==> config.mk <==
export PLATFORM = sky130hd
export DESIGN_NAME = frame_builder
export DESIGN_NICKNAME = d
export VERILOG_FILES = /design/src/rtl/frame_builder.sv
export SDC_FILE = /design/constraint.sdc
export NUM_CORES = 1
export LEC_CHECK = 0
export CAP_MARGIN = 20
export CORE_AREA = 2 2 213 215
export CTS_CLUSTER_DIAMETER = 60
export DETAILED_ROUTE_END_ITERATION = 10
export DIE_AREA = 0 0 215 217
export HOLD_SLACK_MARGIN = 0.02
export SETUP_SLACK_MARGIN = 0.5
export SLEW_MARGIN = 20
export SYNTH_ARGS = -nofsm -noshare
export SYNTH_HDL_FRONTEND = slang
export SYNTH_SLANG_ARGS = --single-unit
==> constraint.sdc <==
create_clock -name clk -period 3.3 [get_ports clk]
set_clock_uncertainty 0.05 [all_clocks]
set_input_delay 0.495 -clock clk [delete_from_list [all_inputs] [get_ports clk]]
set_output_delay 0.495 -clock clk [all_outputs]
set_load 0.02 [all_outputs]
### Cell outlines without signal wires, run 1

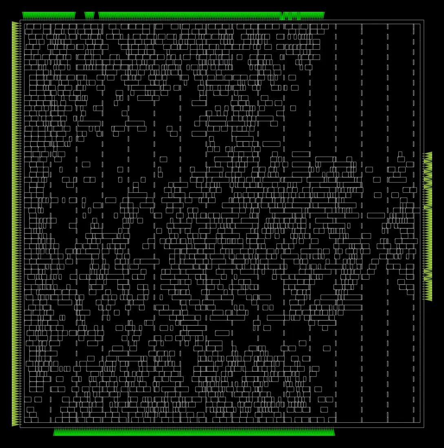
Fillers: 4684
tap cells: 600

### Wire density map, run 1

22 x 22 tiles, from black (low) to pale yellow (high), scaled to the fullest tile. Values are wire area over tile area, all layers added.
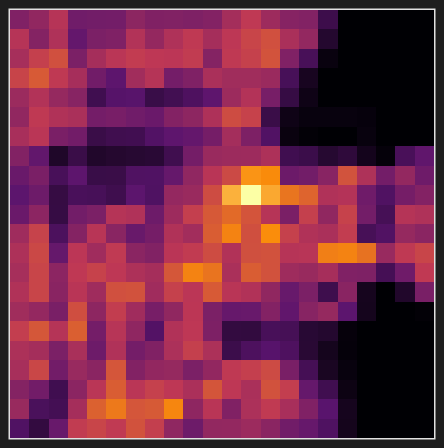
The fullest tile reaches 0.62. The emptiest ninth of the die: north-east. The mean over all tiles is 0.20. The densest ninth of the die: center. 14% of the tiles are nearly empty. 19% of the tiles are over half the peak.
Total GRT Usage: 24.2%
total number of vias: 12400
drt total wl: 59.5 mm
routed len/inst: 23.0 um

### Cell classes on the final placement, run 1

Scale bar: 50 um. Fill, decap, tap and diode cells in gray.
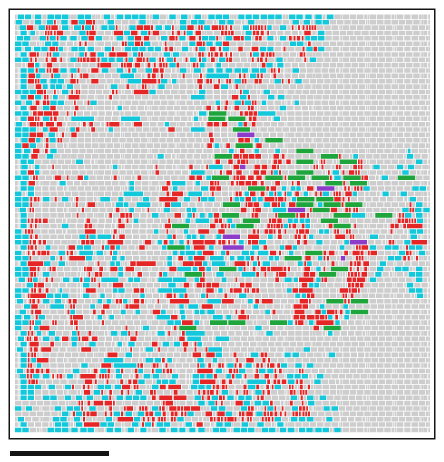
Key: other buffers and delay cells = cyan [cells 810]; all other logic = red [cells 1109]; flip-flops = green [cells 52]; clock drivers and dummy loads = purple [cells 8]
row count: 78
flop share of the area: 7.56%
Finished Core Util: 38.5%
fin area: 17200 um^2

### Routed metal, one color a layer, run 1

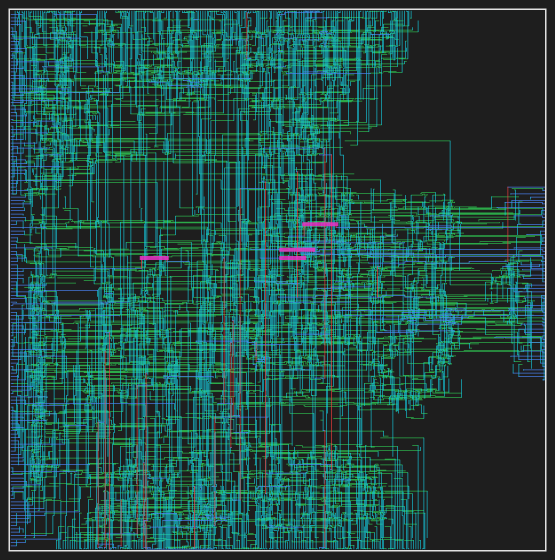
Key: met2 = cyan [wire length 30.2 mm]; met3 = blue [wire length 3450 um]; met4 = red [wire length 1250 um]; met1 = green [wire length 24.6 mm]; met5 = magenta [wire length 45.1 um]

==> flow_metrics.tcl, run 1 <==
# collected from the flow reports
set metrics [dict create \
    slew_violations 0 \
    grt_antenna_before_repair 10 \
    async_reset_ff_share_pct 100 \
    fp_util_pct 17.8 \
    syn_inst 1257 \
    yosys_register_bits 52 \
    viasPerCell 4.80 \
    ff2ff_path_depth 18 \
    netlist_area_um2 7940 \
    synthToLayoutAreaGrowth_pct 117 \
    fp.dieH_um 217 \
    hold_viol_final 0 \
    clock-sinks 52 \
    dp_hpwl_mm 49.0 \
    failed_checks "setup timing" \
    fin_cells 2586 \
    pre_cts_ws_ns -0.819 \
    grt_pass1_wl_mm 83.8 \
    yosys_cells 1257 \
    grt_overflow 0 \
    p_leak_nw 7.03 \
    xor_share_pct 3.42 \
    run_status "complete, but fails checks" \
    p_per_area_nw_per_um2 536 \
    power.internal_mw 4.88 \
    simple_gate_share_pct 41.9 \
    die_w_um 215 \
    clockBufferDepth 2 \
    cts_tree "done" \
    topCombFamilyByArea "simple AND/OR/NAND/NOR gates" \
    seq_area_um2 1300 \
    synthAdderAreaFrac_pct 0.473 \
    synth.cellmix.compoundShare_pct 21.3 \
    htreeDepth 2 \
    worst_slack_ns -0.538 \
    comb_area_um2 6740 \
    holdCritPathClass "in -> async" \
    p_total_mw 9.24 \
    area_leaders "nand2_1, dfrtp_1, nand3_1" \
    fin_crit_sh_pct 116 \
    setup_viol 8 \
    gp_congestion 0.912 \
    cts_buffers 5 \
]
-- run 1: cell type report --
cell class,count,area share [%]
clock inverter,3,0.269
inverter,20,0.639
multi-input combinational,1089,39.2
antenna,7,0.102
tap,600,4.36
clock buffer,5,0.726
sequential,52,7.56
timing repair buffer,810,47.2
-- run 1: power by group through the flow --
stage / Clock (mW) / Combinational (mW) / Sequential (mW)
floorplan: 0 / 3.21 / 1.03
global placement: 0 / 6.28 / 1.01
detailed placement: 0 / 6.30 / 1.01
CTS: 0.654 / 7.17 / 0.998
global route: 0.681 / 8.07 / 1.02
finish: 0.647 / 7.59 / 1.00
-- run 1: timing repair --
item,4_1_cts,5_1_grt
setup buffers,37,8
endpoints found under the hold margin,0,0
hold buffers,0,0
setup endpoints to repair,14,13
gates cloned,6,3
gates resized,138,51
pin swaps,54,32
-- run 1: per-layer routing --
metal	wire (um)	part of all wire [%]	vias up	global-route usage (%)
li1	-	-	5913	-
met1	24600	41	5968	29.6
met2	30200	51	480	44.3
met3	3450	5.8	54	4.29
met4	1250	2.1	8	4.76
met5	45	0.076	-	0
-- run 1: critical path, cell delays in order, from the launching register on --
cell	delay (ns)
dfrtp_1	0.40
inv_2	0.07
ha_4	0.12
or3b_4	0.39
o31a_1	0.27
o22a_1	0.24
buf_6	0.15
buf_6	0.11
a21oi_4	0.17
o21ai_4	0.09
nand2_4	0.12
clkinv_8	0.08
clkbuf_16	0.16
buf_12	0.13
and3_4	0.14
a311oi_2	0.27
a311oi_2	0.10
or4_4	0.59
o311ai_4	0.08
### M1 wires, run 1

Supply wires on this layer in gray.
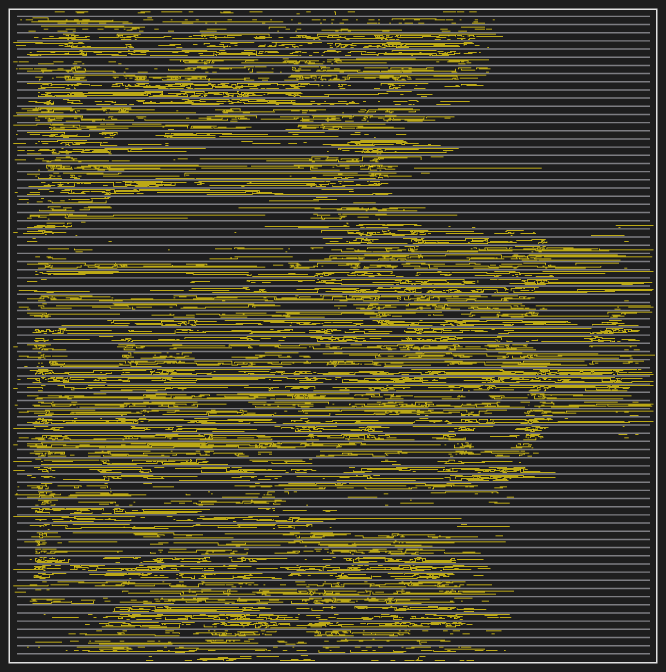

==> run 2, diff against run 1 <==
--- a/config.mk
+++ b/config.mk
@@ -6,7 +6,7 @@
 export NUM_CORES = 1
 export LEC_CHECK = 0
 export CAP_MARGIN = 20
-export CORE_AREA = 2 2 213 215
+export CORE_AREA = 5 5 210 212
 export CTS_CLUSTER_DIAMETER = 60
 export DETAILED_ROUTE_END_ITERATION = 10
 export DIE_AREA = 0 0 215 217
### M1 wires, run 2

Supply wires on this layer in gray.
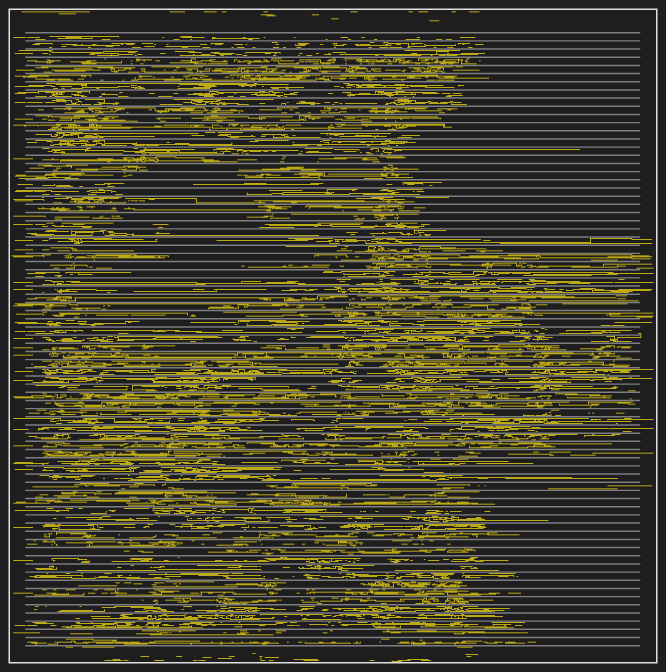
The layer holds 40% of the routed length. The longest straight run is 72.2 um.
drt total wl: 58.5 mm
M1 GR Usage: 28.4%
total number of vias: 12100

==> run 2 against run 1 <==
  * The run still ends with setup timing left
  * Maximum frequency grew 3.0%
  * Largest cell class unchanged
  * Worst setup slack gained 0.11 ns
  * First-iteration DRC count grew 30%
  * Flip-flop count is the same
  * Largest power group unchanged
  * Total power shrank 11%
  * Critical path type unchanged
  * Worst hold slack lost 0.16 ns
  * Cell count shrank 4.3%
==> flow_metrics.tcl, run 2 <==
# collected from the flow reports
set metrics [dict create \
    grt_pass1_wl_mm 83.2 \
    wl_met3_mm 3.27 \
    routed.top_layer "met5" \
    cts_hold_buf 0 \
    slew_violations 0 \
    drt-wirelength-per-cell_um 23.6 \
    p_leak_nw 6.64 \
    setup_viol 8 \
    failed_checks "setup timing" \
    cp_num_buf_inv 5 \
    viasPerCell 4.89 \
    holdCritPathClass "in -> async" \
    wl_met1_mm 23.6 \
    utilization_pct 38.8 \
    area_leaders "nand2_1, dfrtp_1, nand3_1" \
    yosys_cells 1257 \
    dp_hpwl_mm 50.0 \
    worst_slack_ns -0.427 \
    clock-sinks 52 \
    run_status "complete, but fails checks" \
    simple_gate_share_pct 41.9 \
    grt_antenna_before_repair 9 \
    crit_chain "inv_2 -> ha_4 -> or3b_4 -> a211oi_2 -> o2111a_2 -> buf_4 -> a2111o_1 -> o211a_4 -> inv_8 -> nor3_4 -> buf_12 -> a32oi_1 -> and3_1 -> a31oi_2 -> buf_4 -> nand4_1 -> a31o_2" \
    synthToLayoutAreaGrowth_pct 104 \
    cp_slowest_cell "or3b_4" \
    fp-row-count 75 \
    ff2ff_path_depth 17 \
    fin_cells 2475 \
    fp_util_pct 19.0 \
    pre_cts_ws_ns -0.637 \
    cp_common_cell "buf_4" \
    syn_inst 1257 \
    fin_area_um2 16200 \
]
## run 2: cell counts after synthesis
No cell type changed its count.
## run 2: logic make-up (layout without fill, tap and decap cells)
family | Yosys count | in the layout
adders and majority gates | 3 | 3
AOI/OAI and AO/OA | 230 | 230
and+or+nand+nor | 757 | 757
xor gates and xnor gates | 31 | 31
muxes | 67 | 67
DFF | 52 | 52
buffers and inverters | 117 | 791
other | 0 | 5
## run 2: worst reg2reg max path, cell delays in order, from the launching register on
cell      delay (ns)
dfrtp_1         0.39
inv_2           0.07
ha_4            0.14
or3b_4          0.42
a211oi_2        0.23
o2111a_2        0.32
buf_4           0.14
a2111o_1        0.13
o211a_4         0.25
inv_8           0.10
nor3_4          0.23
buf_12          0.17
a32oi_1         0.09
and3_1          0.22
a31oi_2         0.18
buf_4           0.15
nand4_1         0.10
a31o_2          0.23
## run 2: final cells by class
class / count / area (um^2)
Fill cell: 4328 / 25500
Sequential cell: 52 / 1300
Clock inverter: 2 / 13.8
Multi-Input combinational cell: 1088 / 6430
Antenna cell: 5 / 12.5
Inverter: 20 / 105
Clock buffer: 6 / 139
Tap cell: 539 / 674
Timing Repair Buffer: 763 / 7540
## run 2: routing by layer
| metal | GRT usage, % | vias up |
|---|---|---|
| met3 | 3.88 | 48 |
| met5 | 0 | - |
| met1 | 28.4 | 5767 |
| li1 | - | 5809 |
| met2 | 43.9 | 471 |
| met4 | 4.18 | 6 |
## run 2: repair_timing
item | CTS | global route
resized | 57 | 41
buffers inserted | 8 | 3
setup endpoints to repair | 11 | 10
endpoints found under the hold margin | 0 | 0
gates cloned | 1 | 1
pin swaps | 16 | 8
## run 2: power breakdown
group / switching (mW) / internal, mW
Sequential: 0.142 / 0.853
Combinational: 3.54 / 3.15
Clock: 0.250 / 0.304
Power and IR drop assume default switching activity.
